==> config.mk <==
export PLATFORM = sky130hd
export DESIGN_NAME = hazard_forward_unit
export DESIGN_NICKNAME = d
export VERILOG_FILES = /design/src/rtl/hazard_forward_unit.sv
export SDC_FILE = /design/constraint.sdc
export NUM_CORES = 1
export LEC_CHECK = 0
export ABC_CLOCK_PERIOD_IN_PS = 4700
export CORE_MARGIN = 2
export CORE_UTILIZATION = 50
export CTS_BUF_LIST = sky130_fd_sc_hd__clkbuf_8 sky130_fd_sc_hd__clkbuf_16
export DETAILED_ROUTE_END_ITERATION = 6
export GPL_TIMING_DRIVEN = 0
export MAX_ROUTING_LAYER = met4
export PLACE_DENSITY = 0.88
export SYNTH_ARGS = -nofsm -noshare
export SYNTH_HDL_FRONTEND = slang
export SYNTH_SLANG_ARGS = --single-unit
==> constraint.sdc <==
create_clock -name clk_i -period 4.7 [get_ports clk_i]
set_input_delay 0.47 -clock clk_i [delete_from_list [all_inputs] [get_ports clk_i]]
set_output_delay 0.47 -clock clk_i [all_outputs]
set_load 0.01 [all_outputs]
==> src/rtl/hazard_forward_unit.sv <==
// Hazard detection, forwarding selects and memory freeze control for the 5-stage MIPS pipeline.
// Also keeps saturating stall / forward statistics.
module hazard_forward_unit #(
    parameter int unsigned REG_BITS    = 5,
    parameter int unsigned MEM_LATENCY = 1,
    parameter int unsigned FORWARDING  = 1,
    parameter int unsigned CNT_WIDTH   = 32
) (
    input  logic                 clk_i,
    input  logic                 reset_i,
    input  logic [REG_BITS-1:0]  id_rs_i,
    input  logic [REG_BITS-1:0]  id_rt_i,
    input  logic                 id_use_rs_i,
    input  logic                 id_use_rt_i,
    input  logic                 id_branch_i,
    input  logic [REG_BITS-1:0]  ex_rs_i,
    input  logic [REG_BITS-1:0]  ex_rt_i,
    input  logic                 ex_reg_write_i,
    input  logic                 ex_mem_read_i,
    input  logic [REG_BITS-1:0]  ex_dest_i,
    input  logic                 mem_reg_write_i,
    input  logic                 mem_mem_read_i,
    input  logic                 mem_mem_write_i,
    input  logic [REG_BITS-1:0]  mem_dest_i,
    input  logic                 wb_reg_write_i,
    input  logic [REG_BITS-1:0]  wb_dest_i,
    output logic                 hazard_o,
    output logic                 freeze_o,
    output logic [1:0]           forwarding_mux0_ex_o,
    output logic [1:0]           forwarding_mux1_ex_o,
    output logic                 forward_id_rs_o,
    output logic                 forward_id_rt_o,
    output logic [CNT_WIDTH-1:0] stall_count_o,
    output logic [CNT_WIDTH-1:0] forward_count_o
);

    localparam bit          FwdEn       = FORWARDING != 0;
    localparam bit          LongMem     = MEM_LATENCY > 1;
    localparam int unsigned WaitInitInt = LongMem ? MEM_LATENCY - 2 : 0;
    localparam logic [3:0]  WaitInit    = 4'(WaitInitInt);

    typedef enum logic [0:0] {StIdle, StWait} state_e;

    state_e               state_q, state_d;
    logic [3:0]           cnt_q, cnt_d;
    logic [CNT_WIDTH-1:0] stall_cnt_q, stall_cnt_d;
    logic [CNT_WIDTH-1:0] fwd_cnt_q, fwd_cnt_d;

    logic rs_valid, rt_valid;
    logic rs_hit_ex, rs_hit_mem, rt_hit_ex, rt_hit_mem;
    logic hazard_raw, freeze_raw, mem_access, mem_alu_valid, fwd_any;
    logic fwd_id_rs_raw, fwd_id_rt_raw;

    // MEM result is only forwardable when it is an ALU value, not a pending load.
    function automatic logic [1:0] ex_fwd_sel(input logic [REG_BITS-1:0] op,
                                              input logic                mem_ok,
                                              input logic [REG_BITS-1:0] mem_dest,
                                              input logic                wb_we,
                                              input logic [REG_BITS-1:0] wb_dest);
        logic [1:0] sel;
        sel = 2'd0;
        if (op != '0) begin
            if (mem_ok && mem_dest == op) begin
                sel = 2'd2;
            end else if (wb_we && wb_dest == op) begin
                sel = 2'd1;
            end
        end
        return sel;
    endfunction

    assign rs_valid      = id_use_rs_i & (id_rs_i != '0);
    assign rt_valid      = id_use_rt_i & (id_rt_i != '0);
    assign rs_hit_ex     = ex_reg_write_i & (ex_dest_i == id_rs_i);
    assign rt_hit_ex     = ex_reg_write_i & (ex_dest_i == id_rt_i);
    assign rs_hit_mem    = mem_reg_write_i & (mem_dest_i == id_rs_i);
    assign rt_hit_mem    = mem_reg_write_i & (mem_dest_i == id_rt_i);
    assign mem_access    = mem_mem_read_i | mem_mem_write_i;
    assign mem_alu_valid = mem_reg_write_i & ~mem_mem_read_i;

    always_comb begin
        if (FwdEn) begin
            hazard_raw =
                (rs_valid & ((rs_hit_ex & (ex_mem_read_i | id_branch_i)) |
                             (rs_hit_mem & mem_mem_read_i & id_branch_i))) |
                (rt_valid & ((rt_hit_ex & (ex_mem_read_i | id_branch_i)) |
                             (rt_hit_mem & mem_mem_read_i & id_branch_i)));
        end else begin
            hazard_raw = (rs_valid & (rs_hit_ex | rs_hit_mem)) |
                         (rt_valid & (rt_hit_ex | rt_hit_mem));
        end
    end

    always_comb begin
        forwarding_mux0_ex_o = 2'd0;
        forwarding_mux1_ex_o = 2'd0;
        if (FwdEn) begin
            forwarding_mux0_ex_o = ex_fwd_sel(ex_rs_i, mem_alu_valid, mem_dest_i,
                                              wb_reg_write_i, wb_dest_i);
            forwarding_mux1_ex_o = ex_fwd_sel(ex_rt_i, mem_alu_valid, mem_dest_i,
                                              wb_reg_write_i, wb_dest_i);
        end
    end

    assign fwd_id_rs_raw = FwdEn & id_branch_i & mem_alu_valid &
                           (mem_dest_i == id_rs_i) & (id_rs_i != '0);
    assign fwd_id_rt_raw = FwdEn & id_branch_i & mem_alu_valid &
                           (mem_dest_i == id_rt_i) & (id_rt_i != '0);

    always_ff @(posedge clk_i) begin
        if (reset_i) begin
            state_q <= StIdle;
            cnt_q   <= '0;
        end else begin
            state_q <= state_d;
            cnt_q   <= cnt_d;
        end
    end

    always_comb begin
        state_d = state_q;
        cnt_d   = cnt_q;
        unique case (state_q)
            StIdle: begin
                if (mem_access && LongMem) begin
                    state_d = StWait;
                    cnt_d   = WaitInit;
                end
            end
            StWait: begin
                // Release cycle: the held op leaves MEM without re-triggering.
                if (cnt_q != 4'd0) begin
                    cnt_d = cnt_q - 4'd1;
                end else begin
                    state_d = StIdle;
                end
            end
            default: state_d = StIdle;
        endcase
    end

    always_comb begin
        freeze_raw = 1'b0;
        unique case (state_q)
            StIdle:  freeze_raw = mem_access & LongMem;
            StWait:  freeze_raw = cnt_q != 4'd0;
            default: freeze_raw = 1'b0;
        endcase
    end

    assign freeze_o        = freeze_raw & ~reset_i;
    assign hazard_o        = hazard_raw & ~freeze_raw & ~reset_i;
    assign forward_id_rs_o = fwd_id_rs_raw & ~reset_i;
    assign forward_id_rt_o = fwd_id_rt_raw & ~reset_i;

    assign fwd_any = (forwarding_mux0_ex_o != 2'd0) | (forwarding_mux1_ex_o != 2'd0) |
                     forward_id_rs_o | forward_id_rt_o;

    always_comb begin
        stall_cnt_d = stall_cnt_q;
        fwd_cnt_d   = fwd_cnt_q;
        if ((hazard_o | freeze_o) && stall_cnt_q != '1) begin
            stall_cnt_d = stall_cnt_q + CNT_WIDTH'(1);
        end
        if (!freeze_o && fwd_any && fwd_cnt_q != '1) begin
            fwd_cnt_d = fwd_cnt_q + CNT_WIDTH'(1);
        end
    end

    always_ff @(posedge clk_i) begin
        if (reset_i) begin
            stall_cnt_q <= '0;
            fwd_cnt_q   <= '0;
        end else begin
            stall_cnt_q <= stall_cnt_d;
            fwd_cnt_q   <= fwd_cnt_d;
        end
    end

    assign stall_count_o   = stall_cnt_q;
    assign forward_count_o = fwd_cnt_q;

endmodule

Figure 1. Sequential cells grouped by signal name.
Scale: 3 px per um. Other sequential cells in the stronger grey, the rest of the logic in the fainter grey.
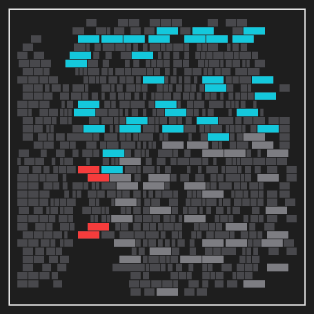
[cnt_q] red | placed flops: 4
[forward_count_o] cyan | placed flops: 32
not coloured: 33
fin util: 68.59%
Seq/total area: 23.32%

Figure 2. Ports around the boundary.
Scale: 3 px per um. Pins as bars across the die edge, other pins in grey.
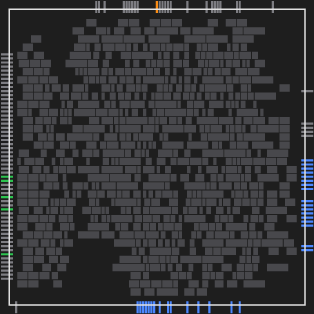
[stall_count_o] blue | pins: 32 | direction: output | edge: 17 east, 15 south
[freeze_o] orange | pins: 1 | direction: output | edge: north
[mem_dest_i] green | pins: 5 | direction: input | edge: west

Figure 3. Track usage over the die.
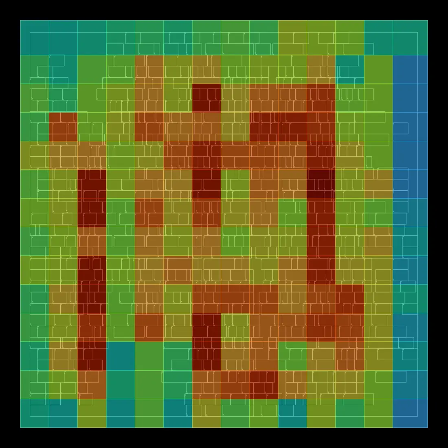
GR Util met1: 34.18%
met2 usage: 44.36%

==> results.json <==
{
  "highest_layer": "met4",
  "cap_violations": 0,
  "place.gp.congestion": 0.9632,
  "synth_flops": 69,
  "fmax_mhz": 308.4,
  "clock_latency_ps": 350,
  "yosys_warnings": 0,
  "status": "finished, final reports clean",
  "layout_top_cell": "clkdlybuf4s50_1",
  "grt_max_degree": 12,
  "grt_use_met3_pct": 5.225,
  "overflow": 0,
  "top_area_cell": "dfxtp_1",
  "powerDensity_mw_per_mm2": 206.9,
  "dieHeight_um": 98.08,
  "cts_sinks": 69,
  "top_cells_by_count": "dfxtp_1, nor2_1, a21oi_1",
  "chipWidth_um": 98.08,
  "dp_cells": 774,
  "synth-edff-count": 0,
  "n_fill_cell": 674,
  "worstPathRequired_ps": 4230,
  "post_cts_buffers": 0,
  "seq-power_uw": 586,
  "stdcell_area_mm2": 0.005923,
  "ys_seq_share_pct": 31.21,
  "seqPwrFrac_pct": 47.8,
  "fp-row-count": 34,
  "cts_tree": "yes",
  "ir_worst_vdd_mv": 0.1081,
  "cts.clk_slew.worst_paths_ps": 70,
  "ant_nets": 0,
  "grt_pass1_wl_mm": 21.69,
  "hold_path.class": "flip-flop to flip-flop",
  "power_frac_clock_pct": 41.7,
  "syn-num-nets": 600,
  "fin_crit_ps": 3243,
  "startpoint_type": "input pin",
  "viasPerCell": 6.284,
  "ff_type": "dfxtp_1",
  "dpl_cell_area_mm2": 0.005712,
  "tns_ps": 0,
  "slew_violations": 0,
  "ys_cells": 551,
  "cts_hold_buf": 0,
  "logic_family": "simple AND/OR/NAND/NOR gates",
  "p_int_uw": 935.2,
  "worstPathArrival_ps": 2770,
  "setup_viol": 0
}
Figure 4. Nets reached from selected ports.
Scale: 4 px per um.
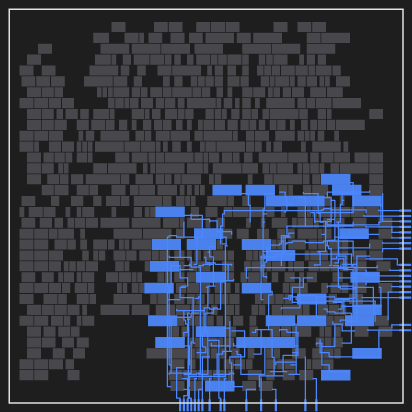
[stall_count_o] blue | bits: 32 | direction: output | edge: 17 east, 15 south | end cells: 32 | wire: 1520 um

Figure 5. Wiring by layer.
Scale: 4 px per um.
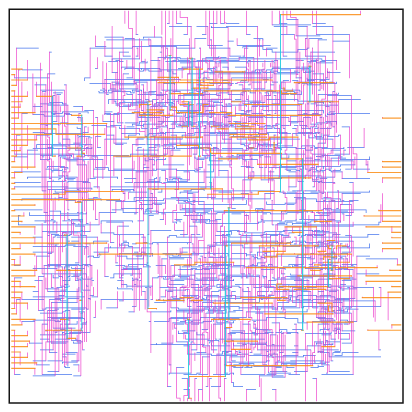
[M1] blue | wire length: 5150 um
[M4] cyan | wire length: 383 um
[M2] magenta | wire length: 6420 um
[M3] orange | wire length: 1250 um
WL/cell: 16.72 um
total number of vias: 4964
Total GRT Usage: 27.81%
DRT Wirelength: 13.21 mm

## path summary, 6_finish.rpt
check	to	cells after the start	start
worst min-delay path	stall_count_o[4]$_SDFFE_PP0P_	2	stall_count_o[4]$_SDFFE_PP0P_
worst max register to register	stall_count_o[31]$_SDFFE_PP0P_	8	stall_count_o[10]$_SDFFE_PP0P_
worst max-delay path	hazard_o	8	id_rt_i[3]
worst min register to register	stall_count_o[4]$_SDFFE_PP0P_	2	stall_count_o[4]$_SDFFE_PP0P_
## final cells by class
class | count | area share [%]
clock inverters | 4 | 0.7816
flip-flops and latches | 69 | 23.32
inverters | 10 | 0.6337
multi-input cells | 438 | 48.16
well taps | 108 | 2.281
repair buffers | 115 | 19.43
clock buffers | 12 | 2.788
plain buffers | 34 | 2.598
